$ cat config.mk
export PLATFORM = sky130hd
export DESIGN_NAME = flash_spi_reader_flat
export DESIGN_NICKNAME = d
export VERILOG_FILES = /design/src/rtl/flash_spi_reader_if.sv /design/src/rtl/flash_spi_reader.sv /design/src/flat_wrapper.sv
export SDC_FILE = /design/constraint.sdc
export NUM_CORES = 1
export LEC_CHECK = 0
export ABC_AREA = 0
export ABC_CLOCK_PERIOD_IN_PS = 2600
export CORE_MARGIN = 1.5
export CORE_UTILIZATION = 45
export DETAILED_ROUTE_END_ITERATION = 10
export PLACE_DENSITY = 0.73
export SETUP_SLACK_MARGIN = 0.4
export SYNTH_ARGS = -nofsm -noshare
export SYNTH_HDL_FRONTEND = slang
export SYNTH_SLANG_ARGS = --single-unit
$ cat constraint.sdc
create_clock -name clk -period 2.6 [get_ports clk]
set_clock_uncertainty 0.1 [all_clocks]
set_input_delay 0.52 -clock clk [delete_from_list [all_inputs] [get_ports clk]]
set_output_delay 0.52 -clock clk [all_outputs]
set_load 0.05 [all_outputs]
$ cat src/rtl/flash_spi_reader_if.sv
// Request/response bus between a flash client (master) and the SPI-NOR read controller (slave).
// Addresses and requests flow toward the controller; bytes, strobes and busy flow back.
interface flash_spi_reader_if;
    logic [23:0] flash_addr;
    logic        request_read_addr;
    logic        request_read_next;
    logic        d_ready;
    logic [7:0]  d_out;
    logic        busy;

    modport master (
        output flash_addr, request_read_addr, request_read_next,
        input  d_ready, d_out, busy
    );

    modport slave (
        input  flash_addr, request_read_addr, request_read_next,
        output d_ready, d_out, busy
    );
endinterface

$ cat src/rtl/flash_spi_reader.sv
// SPI-NOR read controller: wakes the flash, issues READ (0x03) + 24-bit address and streams
// bytes back one per request, keeping CS low between sequential requests.
module flash_spi_reader #(
    parameter int CLK_DIV        = 1,
    parameter int INIT_CYCLES    = 8192,
    parameter int CS_HIGH_CYCLES = 4
) (
    input  logic              clk,
    input  logic              reset_n,
    flash_spi_reader_if.slave bus,
    output logic              spi_cs_n,
    output logic              spi_sclk,
    output logic              spi_mosi,
    input  logic              spi_miso
);

    localparam logic [7:0]  WAKE_CMD  = 8'hAB;
    localparam logic [7:0]  READ_CMD  = 8'h03;
    localparam logic [7:0]  DIV_LAST  = 8'(CLK_DIV - 1);
    localparam logic [31:0] INIT_LAST = 32'(INIT_CYCLES - 1);
    localparam logic [31:0] CSH_LAST  = 32'(CS_HIGH_CYCLES - 1);

    typedef enum logic [3:0] {
        S_INIT,
        S_WAKE,
        S_GUARD,
        S_IDLE,
        S_CMD,
        S_DATA,
        S_DATA_END,
        S_RESP,
        S_STREAM,
        S_GUARD_RE
    } state_t;

    state_t      r_state, w_state_next;
    logic [31:0] r_cnt, w_cnt_next;
    logic [7:0]  r_div, w_div_next;
    logic [5:0]  r_bit, w_bit_next;
    logic [31:0] r_tx, w_tx_next;
    logic [7:0]  r_rx, w_rx_next;
    logic [23:0] r_addr, w_addr_next;
    logic        r_cs_n, w_cs_n_next;
    logic        r_sclk, w_sclk_next;
    logic        r_mosi, w_mosi_next;
    logic [7:0]  r_d_out, w_d_out_next;
    logic        r_d_ready, w_d_ready_next;

    logic        w_shifting;
    logic        w_half_end;
    logic        w_rise;
    logic        w_fall;
    logic        w_last_bit;
    logic        w_accept;
    logic [23:0] w_cmd_addr;

    // SCLK only runs while a shift is in progress; each edge is a registered toggle.
    assign w_shifting = (r_state == S_WAKE) || (r_state == S_CMD) || (r_state == S_DATA);
    assign w_half_end = (r_div == DIV_LAST);
    assign w_rise     = w_shifting && w_half_end && !r_sclk;
    assign w_fall     = w_shifting && w_half_end && r_sclk;
    assign w_last_bit = (r_state == S_CMD) ? (r_bit == 6'd31) : (r_bit == 6'd7);
    assign w_accept   = ((r_state == S_IDLE) || (r_state == S_STREAM)) && !r_d_ready;
    assign w_cmd_addr = (r_state == S_IDLE) ? bus.flash_addr : r_addr;

    always_ff @(posedge clk) begin
        if (!reset_n) begin
            r_state   <= S_INIT;
            r_cnt     <= '0;
            r_div     <= '0;
            r_bit     <= '0;
            r_tx      <= '0;
            r_rx      <= '0;
            r_addr    <= '0;
            r_cs_n    <= 1'b1;
            r_sclk    <= 1'b0;
            r_mosi    <= 1'b0;
            r_d_out   <= '0;
            r_d_ready <= 1'b0;
        end else begin
            r_state   <= w_state_next;
            r_cnt     <= w_cnt_next;
            r_div     <= w_div_next;
            r_bit     <= w_bit_next;
            r_tx      <= w_tx_next;
            r_rx      <= w_rx_next;
            r_addr    <= w_addr_next;
            r_cs_n    <= w_cs_n_next;
            r_sclk    <= w_sclk_next;
            r_mosi    <= w_mosi_next;
            r_d_out   <= w_d_out_next;
            r_d_ready <= w_d_ready_next;
        end
    end

    always_comb begin
        w_state_next   = r_state;
        w_cnt_next     = r_cnt;
        w_div_next     = r_div;
        w_bit_next     = r_bit;
        w_tx_next      = r_tx;
        w_rx_next      = r_rx;
        w_addr_next    = r_addr;
        w_cs_n_next    = r_cs_n;
        w_sclk_next    = r_sclk;
        w_mosi_next    = r_mosi;
        w_d_out_next   = r_d_out;
        w_d_ready_next = 1'b0;

        if (w_shifting) begin
            w_div_next = w_half_end ? 8'd0 : r_div + 8'd1;
            if (w_half_end) begin
                w_sclk_next = ~r_sclk;
            end
        end
        if (w_rise && (r_state == S_DATA)) begin
            w_rx_next = {r_rx[6:0], spi_miso};
        end
        // MOSI advances on the falling edge so it is stable across the next rising edge.
        if (w_fall && !w_last_bit) begin
            w_bit_next = r_bit + 6'd1;
            if (r_state != S_DATA) begin
                w_tx_next   = {r_tx[30:0], 1'b0};
                w_mosi_next = r_tx[30];
            end
        end

        case (r_state)
            S_INIT: begin
                if (r_cnt == INIT_LAST) begin
                    w_state_next = S_WAKE;
                    w_cs_n_next  = 1'b0;
                    w_tx_next    = {WAKE_CMD, 24'h000000};
                    w_mosi_next  = WAKE_CMD[7];
                    w_bit_next   = '0;
                    w_div_next   = '0;
                end else begin
                    w_cnt_next = r_cnt + 32'd1;
                end
            end
            S_WAKE: begin
                if (w_fall && w_last_bit) begin
                    w_state_next = S_GUARD;
                    w_cs_n_next  = 1'b1;
                    w_mosi_next  = 1'b0;
                    w_cnt_next   = '0;
                end
            end
            S_GUARD: begin
                if (r_cnt == CSH_LAST) begin
                    w_state_next = S_IDLE;
                end else begin
                    w_cnt_next = r_cnt + 32'd1;
                end
            end
            S_IDLE, S_GUARD_RE: begin
                if ((r_state == S_IDLE && bus.request_read_addr) ||
                    (r_state == S_GUARD_RE && r_cnt == CSH_LAST)) begin
                    w_state_next = S_CMD;
                    w_addr_next  = w_cmd_addr;
                    w_cs_n_next  = 1'b0;
                    w_tx_next    = {READ_CMD, w_cmd_addr};
                    w_mosi_next  = READ_CMD[7];
                    w_bit_next   = '0;
                    w_div_next   = '0;
                    w_sclk_next  = 1'b0;
                end else if (r_state == S_GUARD_RE) begin
                    w_cnt_next = r_cnt + 32'd1;
                end
            end
            S_CMD: begin
                if (w_fall && w_last_bit) begin
                    w_state_next = S_DATA;
                    w_mosi_next  = 1'b0;
                    w_tx_next    = '0;
                    w_bit_next   = '0;
                end
            end
            S_DATA: begin
                if (w_fall && w_last_bit) begin
                    w_state_next = S_DATA_END;
                end
            end
            S_DATA_END: begin
                w_state_next = S_RESP;
            end
            S_RESP: begin
                w_d_out_next   = r_rx;
                w_d_ready_next = 1'b1;
                w_state_next   = S_STREAM;
            end
            S_STREAM: begin
                // A new address wins over a simultaneous next-byte request.
                if (w_accept && bus.request_read_addr) begin
                    w_state_next = S_GUARD_RE;
                    w_addr_next  = bus.flash_addr;
                    w_cs_n_next  = 1'b1;
                    w_cnt_next   = '0;
                end else if (w_accept && bus.request_read_next) begin
                    w_state_next = S_DATA;
                    w_bit_next   = '0;
                    w_div_next   = '0;
                end
            end
            default: begin
                w_state_next = S_INIT;
            end
        endcase
    end

    assign spi_cs_n    = r_cs_n;
    assign spi_sclk    = r_sclk;
    assign spi_mosi    = r_mosi;
    assign bus.d_ready = r_d_ready;
    assign bus.d_out   = r_d_out;
    assign bus.busy    = !w_accept;

endmodule

$ cat src/flat_wrapper.sv
// flat-port wrapper written by rule: the top's interface ports become plain ports
module flash_spi_reader_flat 
#(
    parameter int CLK_DIV        = 1,
    parameter int INIT_CYCLES    = 8192,
    parameter int CS_HIGH_CYCLES = 4
)
  (clk, reset_n, spi_cs_n, spi_sclk, spi_mosi, spi_miso, bus_flash_addr, bus_request_read_addr, bus_request_read_next, bus_d_ready, bus_d_out, bus_busy);
  flash_spi_reader_if bus_i ();
  input  logic clk;
  input  logic reset_n;
  output logic spi_cs_n;
  output logic spi_sclk;
  output logic spi_mosi;
  input  logic spi_miso;
  input wire logic [$bits(bus_i.flash_addr)-1:0] bus_flash_addr;
  input wire logic [$bits(bus_i.request_read_addr)-1:0] bus_request_read_addr;
  input wire logic [$bits(bus_i.request_read_next)-1:0] bus_request_read_next;
  output wire logic [$bits(bus_i.d_ready)-1:0] bus_d_ready;
  output wire logic [$bits(bus_i.d_out)-1:0] bus_d_out;
  output wire logic [$bits(bus_i.busy)-1:0] bus_busy;
  assign bus_i.flash_addr = bus_flash_addr;
  assign bus_i.request_read_addr = bus_request_read_addr;
  assign bus_i.request_read_next = bus_request_read_next;
  assign bus_d_ready = bus_i.d_ready;
  assign bus_d_out = bus_i.d_out;
  assign bus_busy = bus_i.busy;
  flash_spi_reader #(.CLK_DIV(CLK_DIV), .INIT_CYCLES(INIT_CYCLES), .CS_HIGH_CYCLES(CS_HIGH_CYCLES)) u_core (.clk(clk), .reset_n(reset_n), .bus(bus_i), .spi_cs_n(spi_cs_n), .spi_sclk(spi_sclk), .spi_mosi(spi_mosi), .spi_miso(spi_miso));
endmodule
==> metrics.yaml, run 1 <==
grt_pass1_wl_mm: 30.4
die_w_um: 121
setup_violations: 0
grt_antenna_before_repair: 0
final_common_cell: "dfxtp_1"
synthXorXnorAreaFrac: 0.0224
power.total_w: 0.00455
final-max-slew-violation-count: 0
areaGrowthSynthToFinish_pct: 53.2
gp_routability_congestion: 0.839
clkTransAtPathRegs_ns: 0.06
dominantRegCellSynth: "dfxtp_1"
yosysWarnings: 0
placed_cells: 888
fp_util: 0.466
chipArea_sq_um: 14600
status: "finished clean"
seq_area_sq_um: 2570
final_area_sq_um: 9570
synth_top_cell_by_area: "dfxtp_1"
common_cells: "dfxtp_1, mux2i_1, nor2_1"
r2r-end: "u_core.r_tx[15]"
rows: 42
pre_cts_slack_ns: -0.0695
hold_path.class: "flip-flop to flip-flop"
viasPerCell: 6.44
edf_count: 0
relSlewSlack: 0.500
port_buffers: 41
top_cells_by_area: "dfxtp_1, mux2i_1, nor2_1"
cts_root_buf: "clkbuf_16"
ir_worst_vdd_uv: 556
rsz0062_at_grt: "true"
grt_max_degree: 55
wl_per_cell_um: 22.0
end_kind: "flip-flop"
top_cell_area_share: 0.401
r2r_start: "u_core.r_state[1]"
post-route-period-util: 0.990
fmax_mhz: 388
power.leakage_nw: 3.57
fill_cells: 850
fin_cells: 1006
syn_area_sq_um: 6250
die.size.y_um: 121
r2r_cells: 9
h-tree-depth: 4
ys_sh_mux: 0.138
cap_violations: 0
setup_tns_ns: 0
firstDrtPassIters: 5
cp.required_ns: 2.79
final_util: 0.714
hpwl_mm: 9.84
worstMarginPinSlew_ns: 0.742
netlist_instances: 681
rrSetupSlack_ns: 0.02
cts_tree: "done"
ys_cells: 681
placed_area_sq_um: 7070
-- run 1: worst min-delay path by stage --
stage | end | slack (ns)
detailed placement | u_core.bus.d_out[3] | 0.35
global route | u_core.bus.d_out[0] | 0.39
finish | u_core.bus.d_out[6] | 0.36
floorplan | u_core.bus.d_out[7] | 0.33
CTS | u_core.bus.d_out[7] | 0.36
global placement | u_core.bus.d_out[3] | 0.35
-- run 1: where the power goes --
part	internal (W)	switching, W
sequential	0.00191	0.00000699
clock	0.00156	0.000909
combinational	0.0000839	0.0000807
-- run 1: flip-flops by register name, indices dropped and copies added, names as in the netlist, 4 cells and up --
register	cells
u_core.r_tx	31
u_core.r_state	4
u_core.r_rx	8
u_core.r_bit	6
u_core.r_cnt	32
u_core.r_div	8
u_core.bus.d_out	8
u_core.r_addr	24
-- run 1: what timing repair did --
action,CTS,global route
endpoints found under the hold margin,0,0
setup endpoints to repair,121,122
pin swaps,30,66
gates cloned,12,7
setup buffers,35,32
resized,118,126
-- run 1: layout make-up --
class | instances | share of cell area
sequential | 125 | 0.268
clock inverter | 12 | 0.0167
clock buffer | 20 | 0.0477
timing repair buffer | 164 | 0.198
inverter | 6 | 0.00235
multi-input combinational | 503 | 0.443
tap | 176 | 0.0230
-- run 1: metal layers --
layer  track usage  part of all wire  vias to the layer above  wire length, um
li1              -                 -                     2852                -
met1         0.308              0.38                     3176             8450
met2         0.449              0.51                      356            11200
met3        0.0599             0.068                       94             1510
met4         0.130             0.042                        0              934
met5             0                 0                        -                0
-- run 1: critical path: stages (launching register included) --
cell       delay (ns)
dfxtp_4          0.37
nor4b_4          0.36
mux2i_4          0.42
buf_12           0.15
o2111ai_4        0.15
nor2_4           0.22
buf_6            0.15
clkbuf_16        0.16
mux2i_1          0.22
o22ai_1          0.12
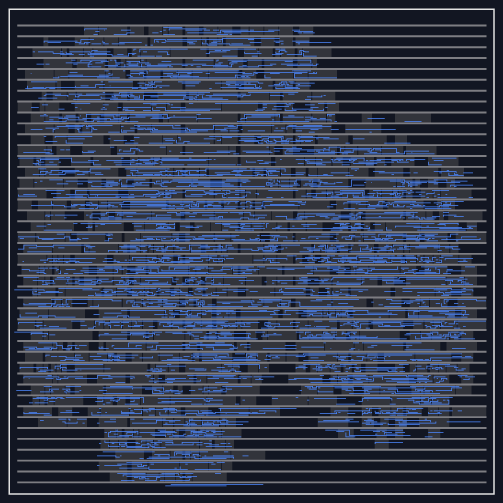
Fig. 1. Met1 routing (run 1).
Drawn at 4 px/um. Supply wires on this layer in gray. Cells faint in the background.
- wire length on this layer: 8450 um
- nets with wire on the layer: 807
- share of all routed wire: 38%
- main direction: horizontal
via count: 6478
GR Util met1: 0.308

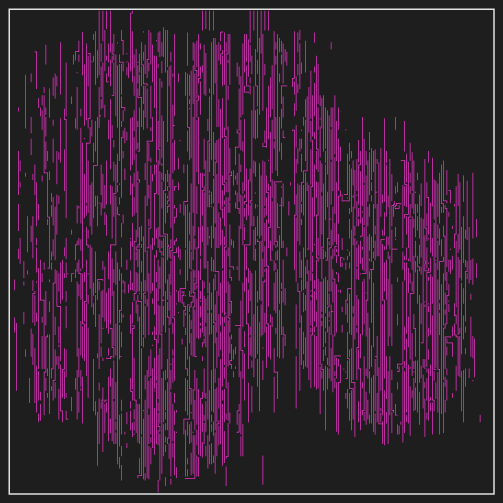
Fig. 2. Metal 2 (run 1).
Drawn at 4 px/um.
- nets with wire on the layer: 790
- longest straight run: 50.3 um
- main direction: vertical
- wire length on this layer: 11200 um
- share of all routed wire: 51%
met2 Use GR: 0.449
routed wire length: 22.1 mm

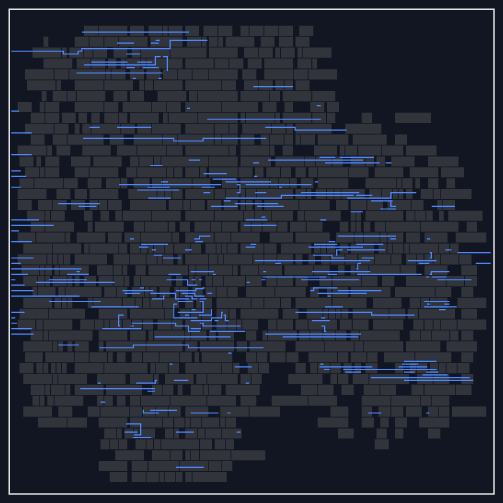
Fig. 3. Signal wires on met3 (run 1).
Drawn at 4 px/um. Cells faint in the background.
- main direction: horizontal
- nets with wire on the layer: 144
- share of all routed wire: 6.8%
GRT met3 Usage: 0.0599

==> run 1 -> run 2 <==
Settings changed: PLACE_DENSITY 0.73 to 0.75, SLEW_MARGIN set to 20.
==> run 2 against run 1 <==
The run now ends with setup timing left. Count of clock-buffer cells in the layout decreased by 1. Sequential power about the same. Cell count increased by 1.4%. First-iteration DRC count increased by 10%. Routed wire length increased by 11%. Critical path type unchanged. Register-to-register slack got worse by 0.05 ns. Worst setup slack got worse by 0.054 ns. Core utilization increased by 1.6 points. Synthesized area unchanged. Largest cell class unchanged. Synthesized cell count unchanged. Total power increased by 0.46%. Highest routed layer unchanged.
==> metrics.yaml, run 2 <==
comb_share: 0.449  # +0.00564
p_int_w: 0.00352  # -1.1%
fmax_mhz: 380  # -2.1%
final-hold-violation-count: 0
reg_top3: "u_core.r_cnt: 32 flops, u_core.r_tx: 31 flops, u_core.r_addr: 24 flops"
dominant_cells: "multi-input combinational cells"
cp.required_ns: 2.81  # +0.02 ns
worstMarginPinSlew_ns: 0.543  # -0.199 ns
clockBufferDepth: 2
common_cells: "dfxtp_1, mux2i_1, nor2_1"
ir_worst_vdd_uv: 507  # -8.8%
clkTransAtPathRegs_ns: 0.06  # about the same
nNetsFinal: 865
switching_share: 0.231  # +0.0118
rows: 42  # unchanged
grtUsageMet3: 0.0726  # +0.0127
die.size.y_um: 121  # unchanged
cp.arrival_ns: 2.84
holdCritStartpoint: "u_core.r_rx[7]"
critical_path_class: "flip-flop to flip-flop"
worstPathCellList: "buf_4 -> buf_6 -> buf_4 -> and4bb_2 -> buf_4 -> o22ai_4 -> buf_6 -> buf_16 -> mux2i_2 -> nor2_1"
hold_path.class: "flip-flop to flip-flop"
yosys_area_sq_um: 6250
flops: 125  # unchanged
rsz0062_at_grt: "true"
ys_seq_share: 0.401
grt_overflow: 0
clock_cell_area_share: 0.0609  # -0.00357
netSwitchingPower_w: 0.00106  # +5.9%
grt_pass1_wl_mm: 33.4  # +9.9%
cts_buffers: 17
tap_cells: 176  # unchanged
bufAreaShareNonClock: 0.204  # +0.00569
power_frac_seq: 0.419  # -0.002
critPathMostFrequentCell: "buf_4"
route.met3.wl_mm: 1.80  # +19%
cts_root_buf: "clkbuf_16"
setup_violations: 1  # +1
grt_max_degree: 55  # unchanged
comb.multi_input.count: 504  # +0.20%
grt_antenna_before_repair: 0  # unchanged
clk_latency_ns: 0.43
synth_cell_types: 66
edf_count: 0  # unchanged
netlist_instances: 681  # unchanged
largest_reg_flops: 32  # unchanged
top_register: "u_core.r_cnt"
pre_cts_slack_ns: -0.194  # -0.125 ns
timing.hold.ws_ns: 0.361
firstDrtPassIters: 7  # +2
period_needed_ns: 2.63
comb-power_w: 0.000185  # +12%
ys_ff: 125
post-route-period-util: 1.01  # +0.0208
relSlewSlack: 0.634  # +0.134
topRoutingLayerUsed: "met4"
drive_above_1_share: 0.386
max_stage_delay_ns: 0.47  # +0.05 ns
gp_routability_congestion: 0.833  # -0.71%
power_frac_comb: 0.040  # +0.004
viasPerCell: 6.66  # +3.4%
end_kind: "flip-flop"
holdPathEnd: "u_core.bus.d_out[7]"
hpwl_mm: 10.3  # +4.7%
setup_ws_ns: -0.0291
use_met2: 0.516  # +0.0668
nClkBuffers: 19  # -5.0%
r2r-end: "u_core.r_addr[14]"
top_power_group: "the clock network"
fill_cells: 790  # -7.1%
cap_violations: 0  # unchanged
fp_util: 0.466  # unchanged
areaGrowthSynthToFinish_pct: 56.6
grt_pass1_vias: 6389
final-max-slew-violation-count: 0  # unchanged
n_all_buffers: 178  # +8.5%
status: "complete, but fails checks"
synthArstFlopShare: 0
p_clk_frac: 0.540  # -0.003
p_clk_w: 0.00247  # about the same
seq_area_sq_um: 2550  # -0.54%
power_density_nw_per_um2: 468
syn_area_sq_um: 6250  # unchanged
final_common_cell: "dfxtp_1"
cp_max_fo: 26
synth_top_cell_by_area: "dfxtp_1"
ys_cells: 681  # unchanged
clock_sinks: 125
inverters_excl_clock: 6  # unchanged
cts_tree: "done"
r2r_start: "u_core.r_state[1]"
vias: 6792  # +4.8%
synth_area_per_cell_sq_um: 9.17
critPathSlowestCell: "buf_4"
port_buffers: 41  # unchanged
power.leakage_nw: 3.65  # +2.2%
h-tree-depth: 4  # unchanged
drtIter0Drc: 654
rrSetupSlack_ns: -0.03  # -0.05 ns
dominantRegCellSynth: "dfxtp_1"
failed_checks: "setup timing"
ios: 42
grt-busiest-layer: "met2"
chipArea_sq_um: 14600  # unchanged
yosysWarnings: 0  # unchanged
top_cells_by_area: "dfxtp_1, mux2i_1, nor2_1"
final_util: 0.730  # +0.0158
wl_met1_mm: 8.89  # +5.2%
coreArea_sq_um: 13400
wl_mm: 24.6  # +11%
die_w_um: 121  # unchanged
drc: 0
fp_nets: 714
top_cell_area_share: 0.401  # unchanged
met2WireLength_mm: 12.0  # +7.0%
seqAreaFraction: 0.261  # -0.00721
r2r_cells: 10  # +1
grt.total_usage: 0.293
pg_seq_w: 0.00192  # about the same
-- run 2: stage by stage --
| stage | setup TNS [ns] | instance area [sq um] | cells | power (W) |
|---|---|---|---|---|
| after detailed placement | -2.83 | 7130 | 897 | 0.00209 |
| after floorplan | 0 | 6330 | 681 | 0.00201 |
| final | -0.0291 | 9780 | 1020 | 0.00457 |
| after global routing | -0.0674 | 9780 | 1020 | 0.00465 |
| after CTS | 0 | 9010 | 1000 | 0.00451 |
| after global placement | -0.420 | 7130 | 897 | 0.00208 |
-- run 2: cells by family after synthesis --
family / share of synthesized area
flops: 0.401
compound gates: 0.163
mux: 0.138
simple gates: 0.224
xor+xnor: 0.0224
fa+ha+maj: 0.00801
buf+inv: 0.0435
-- run 2: worst max-delay path: cells and delay by family (launching register included) --
kind                   cells  cell delay [ns]
AOI/OAI and AO/OA          1             0.22
buffers and inverters      6             1.14
DFF                        1             0.37
muxes                      1             0.21
and+or+nand+nor            2             0.45
-- run 2: worst max path at each step --
stage / startpoint / end / slack (ns) / cells after the start
after floorplan: u_core.r_div[3] / u_core.r_tx[19] / 0.32 / 8
after global placement: bus_request_read_addr / u_core.r_cnt[31] / -0.05 / 8
after detailed placement: bus_request_read_addr / u_core.r_cnt[17] / -0.19 / 7
after CTS: u_core.r_div[3] / u_core.r_tx[22] / 0.18 / 8
after global routing: u_core.r_div[4] / u_core.r_tx[17] / -0.04 / 8
final: u_core.r_state[1] / u_core.r_addr[14] / -0.03 / 10
-- run 2: repair_timing --
action / 4_1_cts / 5_1_grt
pin swaps: 39 / 56
setup endpoints to repair: 122 / 122
gates resized: 145 / 112
buffers inserted: 59 / 16
hold buffers: 0 / 0
gates cloned: 13 / 4
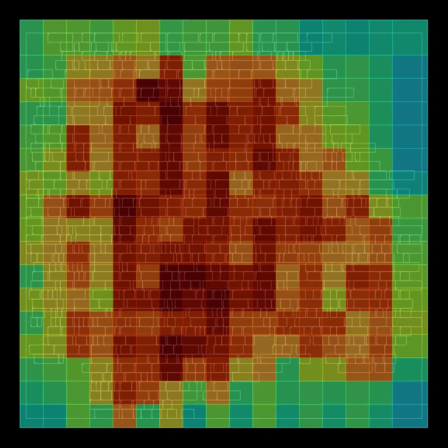
Fig. 4. Congestion heat map (run 2).
GR Util met1: 0.324
DR WL/cell: 24.1 um

Power is estimated from default activity; no workload was simulated.
